`src/rtl/i2c_master_arbiter.sv`:
```
// i2c_master_arbiter: round-robin sharing of one i2c_master among N_REQ requesters,
// latching the winner's command and returning rdata plus a done/err pulse.
module i2c_master_arbiter #(
    parameter int N_REQ        = 4,
    parameter int BUSY_TIMEOUT = 16
) (
    input  logic               clk,
    input  logic               reset_n,
    input  logic [N_REQ-1:0]   req,
    input  logic [7*N_REQ-1:0] req_addr,
    input  logic [N_REQ-1:0]   req_rw,
    input  logic [8*N_REQ-1:0] req_wdata,
    output logic [N_REQ-1:0]   gnt,
    output logic [N_REQ-1:0]   done,
    output logic [N_REQ-1:0]   err,
    output logic [7:0]         rdata,
    output logic               m_start,
    output logic [6:0]         m_addr,
    output logic               m_rw,
    output logic [7:0]         m_data_in,
    input  logic [7:0]         m_data_out,
    input  logic               m_busy
);
    localparam int PW = $clog2(N_REQ);
    localparam int TW = $clog2(BUSY_TIMEOUT + 1);
    localparam logic [2:0] IDLE      = 3'd0;
    localparam logic [2:0] LAUNCH    = 3'd1;
    localparam logic [2:0] WAIT_BUSY = 3'd2;
    localparam logic [2:0] WAIT_DONE = 3'd3;
    localparam logic [2:0] COMPLETE  = 3'd4;

    logic [2:0]    state;
    logic [PW-1:0] rr_ptr, win, idx;
    logic [TW-1:0] tmo_cnt;
    logic          hit;
    logic [6:0]    sel_addr;
    logic          sel_rw;
    logic [7:0]    sel_wdata;

    // Scan from farthest to nearest so the requester closest after rr_ptr wins.
    always_comb begin
        win = rr_ptr;
        hit = 1'b0;
        idx = '0;
        for (int k = N_REQ; k >= 1; k--) begin
            idx = PW'((int'(rr_ptr) + k) % N_REQ);
            if (req[idx]) begin
                win = idx;
                hit = 1'b1;
            end
        end
    end

    always_comb begin
        sel_addr  = '0;
        sel_rw    = 1'b0;
        sel_wdata = '0;
        for (int i = 0; i < N_REQ; i++) begin
            if (win == PW'(i)) begin
                sel_addr  = req_addr[7*i +: 7];
                sel_rw    = req_rw[i];
                sel_wdata = req_wdata[8*i +: 8];
            end
        end
    end

    always_ff @(posedge clk or negedge reset_n) begin
        if (!reset_n) begin
            state     <= IDLE;
            rr_ptr    <= PW'(N_REQ - 1);
            tmo_cnt   <= '0;
            gnt       <= '0;
            done      <= '0;
            err       <= '0;
            rdata     <= '0;
            m_start   <= 1'b0;
            m_addr    <= '0;
            m_rw      <= 1'b0;
            m_data_in <= '0;
        end else begin
            case (state)
                IDLE: begin
                    if (hit && !m_busy) begin
                        gnt       <= N_REQ'(1) << win;
                        m_start   <= 1'b1;
                        m_addr    <= sel_addr;
                        m_rw      <= sel_rw;
                        m_data_in <= sel_wdata;
                        rr_ptr    <= win;
                        state     <= LAUNCH;
                    end
                end
                LAUNCH: begin
                    m_start <= 1'b0;
                    tmo_cnt <= '0;
                    state   <= WAIT_BUSY;
                end
                WAIT_BUSY: begin
                    if (m_busy) begin
                        state <= WAIT_DONE;
                    end else if (tmo_cnt >= TW'(BUSY_TIMEOUT - 1)) begin
                        err   <= gnt;
                        state <= COMPLETE;
                    end else begin
                        tmo_cnt <= tmo_cnt + 1'b1;
                    end
                end
                WAIT_DONE: begin
                    if (!m_busy) begin
                        if (m_rw) rdata <= m_data_out;
                        done  <= gnt;
                        state <= COMPLETE;
                    end
                end
                COMPLETE: begin
                    gnt   <= '0;
                    done  <= '0;
                    err   <= '0;
                    state <= IDLE;
                end
                default: state <= IDLE;
            endcase
        end
    end
endmodule

```
`config.mk`:
```
export PLATFORM = sky130hd
export DESIGN_NAME = i2c_master_arbiter
export DESIGN_NICKNAME = d
export VERILOG_FILES = /design/src/rtl/i2c_master_arbiter.sv
export SDC_FILE = /design/constraint.sdc
export NUM_CORES = 1
export LEC_CHECK = 0
export ABC_AREA = 0
export CELL_PAD_IN_SITES_DETAIL_PLACEMENT = 1
export CELL_PAD_IN_SITES_GLOBAL_PLACEMENT = 1
export CORE_MARGIN = 10
export CORE_UTILIZATION = 31
export DETAILED_ROUTE_END_ITERATION = 8
export HOLD_SLACK_MARGIN = 0.15
export PLACE_DENSITY_LB_ADDON = 0.12
export SETUP_SLACK_MARGIN = 0.1
export SLEW_MARGIN = 20
export SYNTH_ARGS = -nofsm -noshare
export SYNTH_HDL_FRONTEND = slang
export SYNTH_SLANG_ARGS = --single-unit
export TNS_END_PERCENT = 1
```
`constraint.sdc`:
```
create_clock -name clk -period 2.08 [get_ports clk]
set_clock_uncertainty 0.05 [all_clocks]
set_input_delay 0.312 -clock clk [delete_from_list [all_inputs] [get_ports clk]]
set_output_delay 0.312 -clock clk [all_outputs]
set_load 0.01 [all_outputs]
```
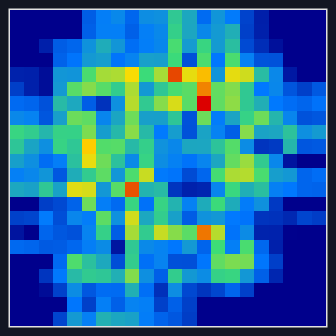
Figure 1: run 1, signal metal coverage by tile.
The die is cut into 22 by 22 equal tiles; dark blue is low, red is high, scaled to the fullest tile. Values are wire area over tile area, all layers added.
mean over tiles: 0.11
nearly empty tiles: 18%
emptiest ninth of the die: bottom right
tiles over half the peak: 15%
densest ninth of the die: top middle
fullest tile: 0.41

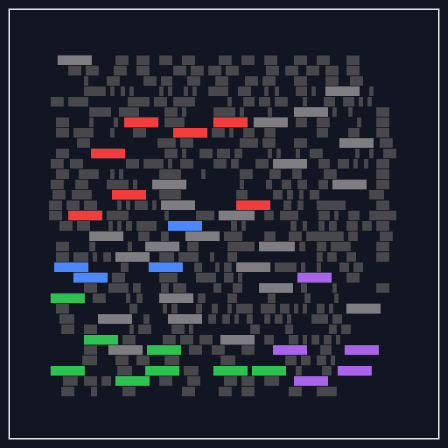
Figure 2: run 1, sequential cells coloured by netlist name.
| colour | netlist name | sequential cells |
|---|---|---|
| blue | `err` | 4 |
| red | `m_addr` | 7 |
| purple | `tmo_cnt` | 5 |
| green | `rdata` | 8 |
Seq/total area: 28.56%
area taken by flip-flops and latches: 1179 µm²
final standard cell utilization of the core: 49.97%
power in sequential cells: 1.69 mW

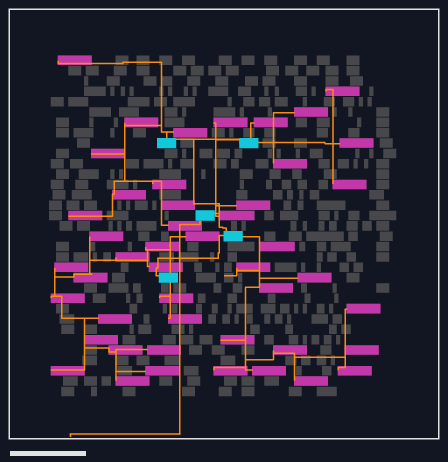
Figure 3: run 1, routed clock nets over the placement.
Bar = 20 µm.
[orange] clock wires | length: 731 µm
[cyan] cells driving clock nets | count: 5
[magenta] flip-flops | count: 47
routed clock nets: 6

==> run notes, run 1 <==
Figures from the implementation reports.

- The flow ran to the end, and the final reports show no timing, DRC or antenna violations.
- The synthesized-area fraction occupied by xor and xnor cells reads 0%.
- The remaining max-slew budget at the tightest pin is 57.83%.
- The clock-pin transition on the worst setup and hold timing paths reads 0.11 ns.
- The number of standard cells in the layout, taps in and fillers out reads 485.
- The detailed placement HPWL reads 6.994 mm.
- The terminus of the critical flop-to-flop path is err[3].
- For this run, the chip area from Yosys synthesis comes to 2653 µm².
- The final weighted congestion recorded by global placement is 0.7664.
- The number of core rows reads 33.
- TritonRoute reported its final design rule violation total as 0.
- The largest power group is combinational logic.
- The setup TNS reads 0 ns.
- The post-synthesis share of cell area spent on full adders, half adders and majority gates is 0.9434%.
- Yosys mapped a number of flops with a built-in enable equal to 0.
- The critical path endpoint category reads a flop.
- The largest registers in the layout are m_data_in x8, rdata x8, m_addr x7.
- The peak per-stage delay on the critical path is 0.40 ns.
- Looking at the max-slew report, the worst-margin pin has a slew of 0.6325 ns.
- The cell type group with the largest total delay on the critical path reads simple AND/OR/NAND/NOR gates.
- The per-cell routed wire length is 18.93 µm.
- The power of the combinational group reads 2.86 mW.
- The top flip-flop cell by instance count after synthesis is sky130_fd_sc_hd__dfrtp_1.
- The share of layout cells above drive strength 1 is 20.00%.
- For this design, the slowest cell found on the critical path is sky130_fd_sc_hd__dfrtp_1.
- In the final design database the tool counted 460 nets.
- The initial antenna violation count is 0.
- The clock tree buffer count of the final layout reads 5.
- Global route summary, busiest routing layer listed as met2.
- The main area contributors are sky130_fd_sc_hd__dfrtp_1, sky130_fd_sc_hd__nand2_1, sky130_fd_sc_hd__a32oi_2.
- The global-route track usage on met3 reads 4.047%.
- The gate count of the mapped netlist is 251.
- The detailed router finished its first iteration with 53 violations.
- The count of instances resized after the clock tree is built is 0.
- The post-CTS hold buffer count recorded in the log is 1.
- The most critical min-delay path falls under reg2reg.
- The start-to-end type of the worst setup path is reg2reg.
- The proportion of cell area spent on the clock network is 2.274%.
- The logic depth of the worst register-to-register path reads 8.
- The uppermost metal layer occupied by signal nets reads met4.
- The synthesized flop and latch total reads 47.
- Sequential elements use 44.43% of the synthesized area.
- The per-instance average area after synthesis is 10.57 µm².
- Combinational cells account for 55.4% of the total power.
- The overflow left after global routing is 0.
- The post-layout instance area is 4126 µm².
- The area share of the leading cell type in the synthesized netlist is 42.45%.
- The leakage dissipation reads 1.670 nW.
- The number of buffers other than clock buffers in the final layout is 137.
- The count of pins on the block boundary reads 116.
- The cell repeated most along the worst path is sky130_fd_sc_hd__nand2_1.
- The max-slew violation count reads 0.
- The die area is 12660 µm².
- The H-tree depth reported by CTS reads 2.
- The number of global-route vias before repair was 2802.
- The area growth from synthesis to layout is 55.57%.
- The most common cell in the netlist reads sky130_fd_sc_hd__nand2_1.
- In the power breakdown, the internal column shows 3.098 mW.
- In the synthesized netlist, the cells that appear most often are sky130_fd_sc_hd__nand2_1, sky130_fd_sc_hd__dfrtp_1, sky130_fd_sc_hd__nor2_1.
- The report lists the cells along the critical path as ha_2, and3_1, ha_1, nor2_2, nand2_1, nand2_1, a21o_4, mux2_2.
- The number of iterations in the first detailed-routing pass reads 4.
- The sequential cell count reads 47.
- The number of tap cells added at floorplan is 105.
- The post-synthesis share of cell area spent on and-or and or-and gates reads 23.77%.
- The multi-input logic portion of the cell area is 32.96%.
- Across all hold checks on the routed design, the worst slack comes to 0.4610 ns.
- The post-CTS setup-driven buffer insertion count is 1.
- The final layout contains routed wiring with a total length of 9.179 mm.
- The largest buffer count on any clock path is 2.
Figure 4. Clock nets (run 1).
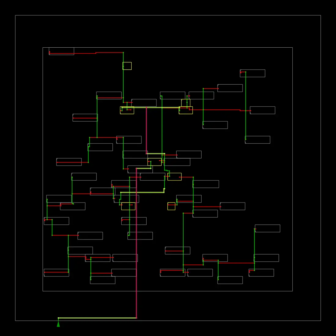

==> run 2, diff against run 1 <==
Settings changed: CORE_ASPECT_RATIO from default to 0.75, CORE_UTILIZATION 31 to 34.
Clock period 2.08 ns to 2.2 ns, I/O delays scaled along.
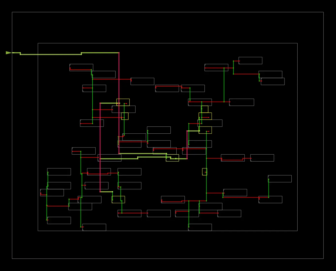
Figure 5: run 2, clock nets.
number of buffers created by CTS: 5
Clock Power: 546 µW
TritonCTS sink count: 47
clock latency reported for the late side of the worst-skew pair: 0.32 ns
clock buffer instance count of the final layout: 5

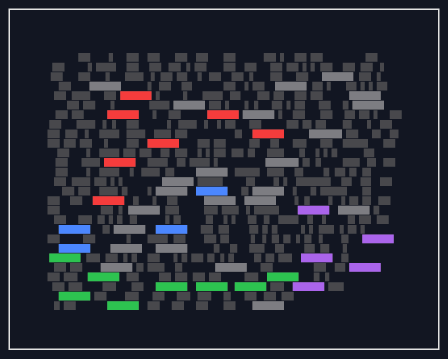
Figure 6: run 2, sequential cells coloured by netlist name.
| colour | netlist name | sequential cells |
|---|---|---|
| blue | `err` | 4 |
| red | `m_addr` | 7 |
| green | `rdata` | 8 |
| purple | `tmo_cnt` | 5 |
Seq/total area: 28.96%
final standard cell utilization of the core: 54.52%
power in sequential cells: 1.61 mW

==> run 2 against run 1 <==
  * Core utilization up 4.5 points
  * First-iteration DRC count up 110%
  * Hold slack worse by 0.010 ns
  * Combinational power down 5%
  * Power down 5.4%
  * Cell area down 1.4%
  * Register-to-register slack worse by 0.05 ns
  * Highest routed layer unchanged
==> run notes, run 2 <==
Figures from the implementation reports.

- The slowest cell on the critical path is sky130_fd_sc_hd__dfrtp_1.
- The pin count of the biggest net entering global routing reads 30.
- The power of the combinational group is 2.72 mW.
- The slew at the pin closest to its max-slew limit reads 0.5014 ns.
- The peak fanout along the critical path reads 4.
- The routing layer with the top usage in global route is met2.
- For reference, the top cells by area after synthesis are sky130_fd_sc_hd__dfrtp_1, sky130_fd_sc_hd__nand2_1, sky130_fd_sc_hd__a32oi_2.
- The most common cell in the netlist reads sky130_fd_sc_hd__nand2_1.
- Tap insertion was completed with 101 tapcells.
- The area share of the leading cell type in the synthesized netlist is 42.45%.
- The H-tree depth reported by CTS is 2.
- The synthesized-area fraction occupied by xor and xnor cells reads 0%.
- The net count of the finished layout is 454.
- The logic depth of the worst register-to-register path is 8.
- The sequential cell count is 47.
- The post-synthesis share of cell area spent on and-or and or-and gates is 23.77%.
- The critical path endpoint category is a flop.
- The top flip-flop cell by instance count after synthesis is sky130_fd_sc_hd__dfrtp_1.
- The number of global-route vias before repair was 2896.
- Looking at the reg2reg group, the worst path ends at err[2].
- The critical path in this run is classified as reg2reg.
- The initial antenna violation count reads 0.
- The number of buffers other than clock buffers in the final layout reads 131.
- The first TritonRoute pass finished after 4 iterations.
- Measured on the final layout, the clock distribution area share stands at 2.183%.
- The kind of cell with the highest combined delay along the critical path is simple AND/OR/NAND/NOR gates.
- In the final layout, the registers with the most flip-flops are m_data_in x8, rdata x8, m_addr x7.
- Buffers inserted to repair hold after CTS numbered 1.
- The post-CTS setup-driven buffer insertion count is 2.
- The area of all sequential standard cells is 1179 µm².
- The final RePlAce weighted congestion is 0.8129.
- The source of the critical timing path is tmo_cnt[0].
- In the placement report, post-DP HPWL is listed as 7.632 mm.
- Per the Yosys statistics, synthesis produced 251 cells.
- The post-synthesis share of cell area spent on full adders, half adders and majority gates reads 0.9434%.
- After synthesis the cells add up to 2653 µm².
- Data on the critical path arrives at its endpoint at 2.23 ns.
- The remaining max-slew budget at the tightest pin is 66.13%.
- The setup TNS reads 0 ns.
- The number of standard cells in the layout, taps in and fillers out is 475.
- According to the floorplan log, the row count is 27.
- The post-layout instance area is 4070 µm².
- At floorplan, the net count of the design was reported as 332.
- The max-slew violation count reads 0.
- Per the finish-stage timing summary, setup violations number 0.
- The internal power component is 2.895 mW.
- The capture point of the critical path was reported as err[2].
- The per-cell routed wire length is 20.48 µm.
- The number of remaining DRC errors is 0.
- The longest clock path from root to sink contains 2 buffers.
- The synthesized flop and latch total is 47.
- The synthesis area per yosys reads 2653 µm².
- The clock root buffer is sky130_fd_sc_hd__clkbuf_8.
- The area growth from synthesis to layout reads 53.44%.
- Combinational cells account for 55.7% of the total power.
- The minimum hold slack is 0.4508 ns.
- The power report puts the leakage power at 1.635 nW.
- The number of enable flip-flop cells reads 0.
- The share of layout cells above drive strength 1 is 17.65%.
- The uppermost metal layer occupied by signal nets reads met4.
- The gate count of the mapped netlist reads 251.
- The routed via count divided by cell count is 5.223.
- The overflow left after global routing is 0.
- For reference, the critical path cell chain is ha_1, and3_1, ha_1, nor2_1, nand2_1, nand2_1, a21o_1, mux2_2.
- The clock-pin transition on the worst setup and hold timing paths is 0.10 ns.
- The area of the core is 7466 µm².
- The type of the worst min-delay path reads in2async.
- The run finished with clean final reports.
- The synthesis run shows the most used standard cells to be sky130_fd_sc_hd__nand2_1, sky130_fd_sc_hd__dfrtp_1, sky130_fd_sc_hd__nor2_1.
- The die area reads 11770 µm².
- Averaged over all synthesized cells, the footprint is 10.57 µm².
- The largest power group reads combinational logic.
- The number of gates resized after CTS was 0.
- The count of pins on the block boundary reads 116.
- The design draws 4.876 mW.
- The multi-input logic portion of the cell area reads 32.77%.
==> run 3, diff against run 2 <==
Settings changed: SLEW_MARGIN 20 to default.
==> run 3 against run 2 <==
  * Synthesized cell count unchanged
  * Critical path depth did not move
  * Clock power is essentially flat
  * Non-clock buffer count stayed put
  * Sequential cell count unchanged
  * Power did not move
  * Cell count unchanged
  * Setup slack is the same
  * Count of clock-buffer cells in the layout unchanged
  * Critical path type unchanged
==> run notes, run 3 <==
Figures from the implementation reports.

- The power drawn by the clock network is 546 µW.
- The cell sitting at the root of the clock tree is a sky130_fd_sc_hd__clkbuf_8.
- The CTS buffer count is 5.
- The most common cell in the netlist reads sky130_fd_sc_hd__nand2_1.
- The cell sequence reported for the critical path is ha_1, and3_1, ha_1, nor2_1, nand2_1, nand2_1, a21o_1, mux2_2.
- The area after detailed placement reads 3940 µm².
- The met2 capacity usage during global routing reads 27.33%.
- The proportion of cell area occupied by registers reads 28.96%.
- The post-synthesis share of cell area spent on and-or and or-and gates reads 23.77%.
- The design draws 4.876 mW.
- The number of nets in the layout reads 454.
- The number of cells in the yosys synthesis report is 251.
- The synthesized-area fraction occupied by xor and xnor cells reads 0%.
- The max-slew violation count is 0.
- In this run, the combinational gates consume 55.7% of the power.
- The CTS tree is done.
- Per the detail_route report, the via count comes to 2481.
- The post-CTS setup-driven buffer insertion count reads 2.
- The timing report attributes the biggest portion of critical-path delay to simple AND/OR/NAND/NOR gates.
- According to the hold report, the worst path is of the in2async type.
- The start-to-end type of the worst setup path reads reg2reg.
- STA lists the maximum fanout along the critical path as 4.
- In this run the tools logged warnings totalling 27.
- The overflow left after global routing reads 0.
- The gate count of the mapped netlist is 251.
- The top flip-flop cell by instance count after synthesis is sky130_fd_sc_hd__dfrtp_1.
- The destination of the critical timing path is err[2].
- The setup TNS is 0 ns.
- In this run the deepest clock path goes through 2 buffers.
- Summing all flip-flop and latch instances after layout gives 1179 µm².
- The share of total power consumed by net switching reads 40.64%.
- The final RePlAce weighted congestion reads 0.8129.
- The synthesis area per yosys reads 2653 µm².
- Looking at the clock tree report, the H-tree level count equals 2.
- The pin count of the biggest net entering global routing is 30.
- The routed via count divided by cell count is 5.223.
- The non-clock buffering overhead in the final layout reads 32.40%.
- The largest registers in the layout are m_data_in x8, rdata x8, m_addr x7.
- Per the detailed-route log, wirelength across all metal layers totals 9.729 mm.
- The post-synthesis sequential area ratio reads 44.43%.
- The clock latency reported for the late side of the worst-skew pair is 0.32 ns.
- The first global-routing pass estimated 15.44 mm of wire.
- The most frequent logic cell in the layout reads sky130_fd_sc_hd__clkdlybuf4s50_1.
- The multi-input logic portion of the cell area is 32.77%.
- The clock-pin transition on the worst setup and hold timing paths reads 0.10 ns.
- STA shows the worst reg2reg path with a cell count of 8.
- The synthesized flop and latch total is 47.
- The sequential power reads 1.61 mW.
- The flow ran to the end, and the final reports show no timing, DRC or antenna violations.
- The source of the critical timing path reads tmo_cnt[0].
- The area share of the leading cell type in the synthesized netlist reads 42.45%.
- The initial antenna violation count reads 0.
- The minimum hold slack reads 0.4508 ns.
- The combined global-route utilization of all metal layers reads 16.57%.
- The net switching power reads 1.982 mW.
- The number of enable flip-flop cells is 0.
- Summing all multiplexer cells gives an area fraction of 6.274%.
- The number of buffers other than clock buffers in the final layout is 131.
- For reference, the top cells by area after synthesis are sky130_fd_sc_hd__dfrtp_1, sky130_fd_sc_hd__nand2_1, sky130_fd_sc_hd__a32oi_2.
- The proportion of synthesized flip-flops having asynchronous set or reset is 100.0%.
- The uppermost metal layer occupied by signal nets reads met4.
- The post-route antenna net violation count reads 0.
- The routed design uses 4.677 mm of met2 wire.
- The number of failing hold endpoints at the final stage reads 0.
- The final layout report lists a non-clock inverter count of 6.
- The number of global-route vias before repair reads 2896.
- The count of pins on the block boundary is 116.
- The clock network fraction of design power reads 11.2%.
- In this run the layout overhead on the synthesized area is reported as 53.44%.
- The remaining max-slew budget at the tightest pin is 66.13%.
- The detailed placement HPWL reads 7.632 mm.
- The share of layout cells above drive strength 1 reads 17.65%.
- The post-synthesis instance area reads 2653 µm².
- The footprint of the multi-input gates is 1334 µm².
- After clock tree synthesis, the flow added hold-fix buffers numbering 1.
- The count of endpoints failing setup in the final report is 0.
- The number of tap cells added at floorplan is 101.
- The leakage dissipation reads 1.635 nW.
- The ratio of total power to cell area is 1198 nW/µm².
- After Yosys synthesis, full adders, half adders and majority gates account for 0.9434% of the synthesized area.
- The final report lists a non-filler cell total of 475.
- The core region is 7466 µm².
- The core utilization of the finished layout reads 54.52%.
- The peak per-stage delay on the critical path reads 0.43 ns.
- In the final routed layout, each cell accounts on average for 20.48 µm.
- The net count of the mapped netlist is 332.
- The warning tally printed by Yosys for this design is 0.
- The die span in x reads 122.0 µm.
- The sort of element at the start of the critical path reads a flop.
- The largest power group reads combinational logic.
- The floorplan core density reads 35.53%.
- The total inserted antenna cells is 0.
- The met1 layer wirelength in the final routing is 4.163 mm.
- The proportion of cell area spent on the clock network reads 2.183%.
- The detailed router finished its first iteration with 112 violations.
- In the finished layout, the clock tree contains a buffer count of 5.
- The die covers 11770 µm².
- For met3 alone, demand over resource in global routing was 6.431%.
- The first detailed-routing pass ran for 4 iterations.
- The terminus of the critical flop-to-flop path reads err[2].
- The routing layer with the top usage in global route reads met2.
- Averaged over all synthesized cells, the footprint is 10.57 µm².
- The internal power component reads 2.895 mW.
- By count the netlist is led by sky130_fd_sc_hd__nand2_1, sky130_fd_sc_hd__dfrtp_1, sky130_fd_sc_hd__nor2_1.
- The number of remaining DRC errors reads 0.
- The power of the combinational group is 2.72 mW.
- The fraction of the mapped netlist area in simple logic gates reads 19.15%.
- Max-cap violations in this run came to 0.
- The arrival time of the worst setup path reads 2.23 ns.
- The slew at the pin closest to its max-slew limit reads 0.5014 ns.
- The number of multi-input combinational cells in the layout is 182.
- The sink count of the clock tree reads 47.
- Once routing completed, OpenROAD measured the worst setup slack at 0.1251 ns.
- STA classifies the critical path endpoint as a flop.
- Post-CTS repair ended up resizing 0 cells.
- On the critical path, the stage with the largest delay is an instance of sky130_fd_sc_hd__dfrtp_1.
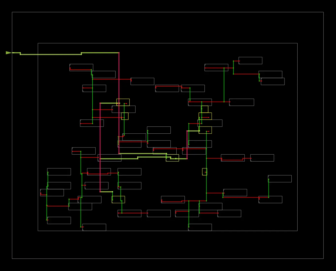
Figure 7: run 3, clock nets.
registers: 47

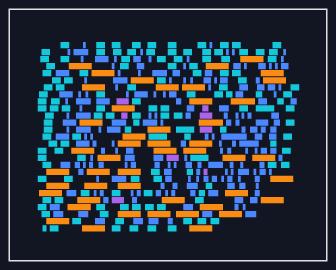
Figure 8: run 3, placed cells, one colour a class.
| colour | class | cells |
|---|---|---|
| blue | all other logic | 188 |
| cyan | other buffers and delay cells | 131 |
| purple | clock drivers and dummy loads | 8 |
| orange | flops | 47 |
row count: 27
Design Area, Final: 4070 µm²

Power and IR drop assume default switching activity.
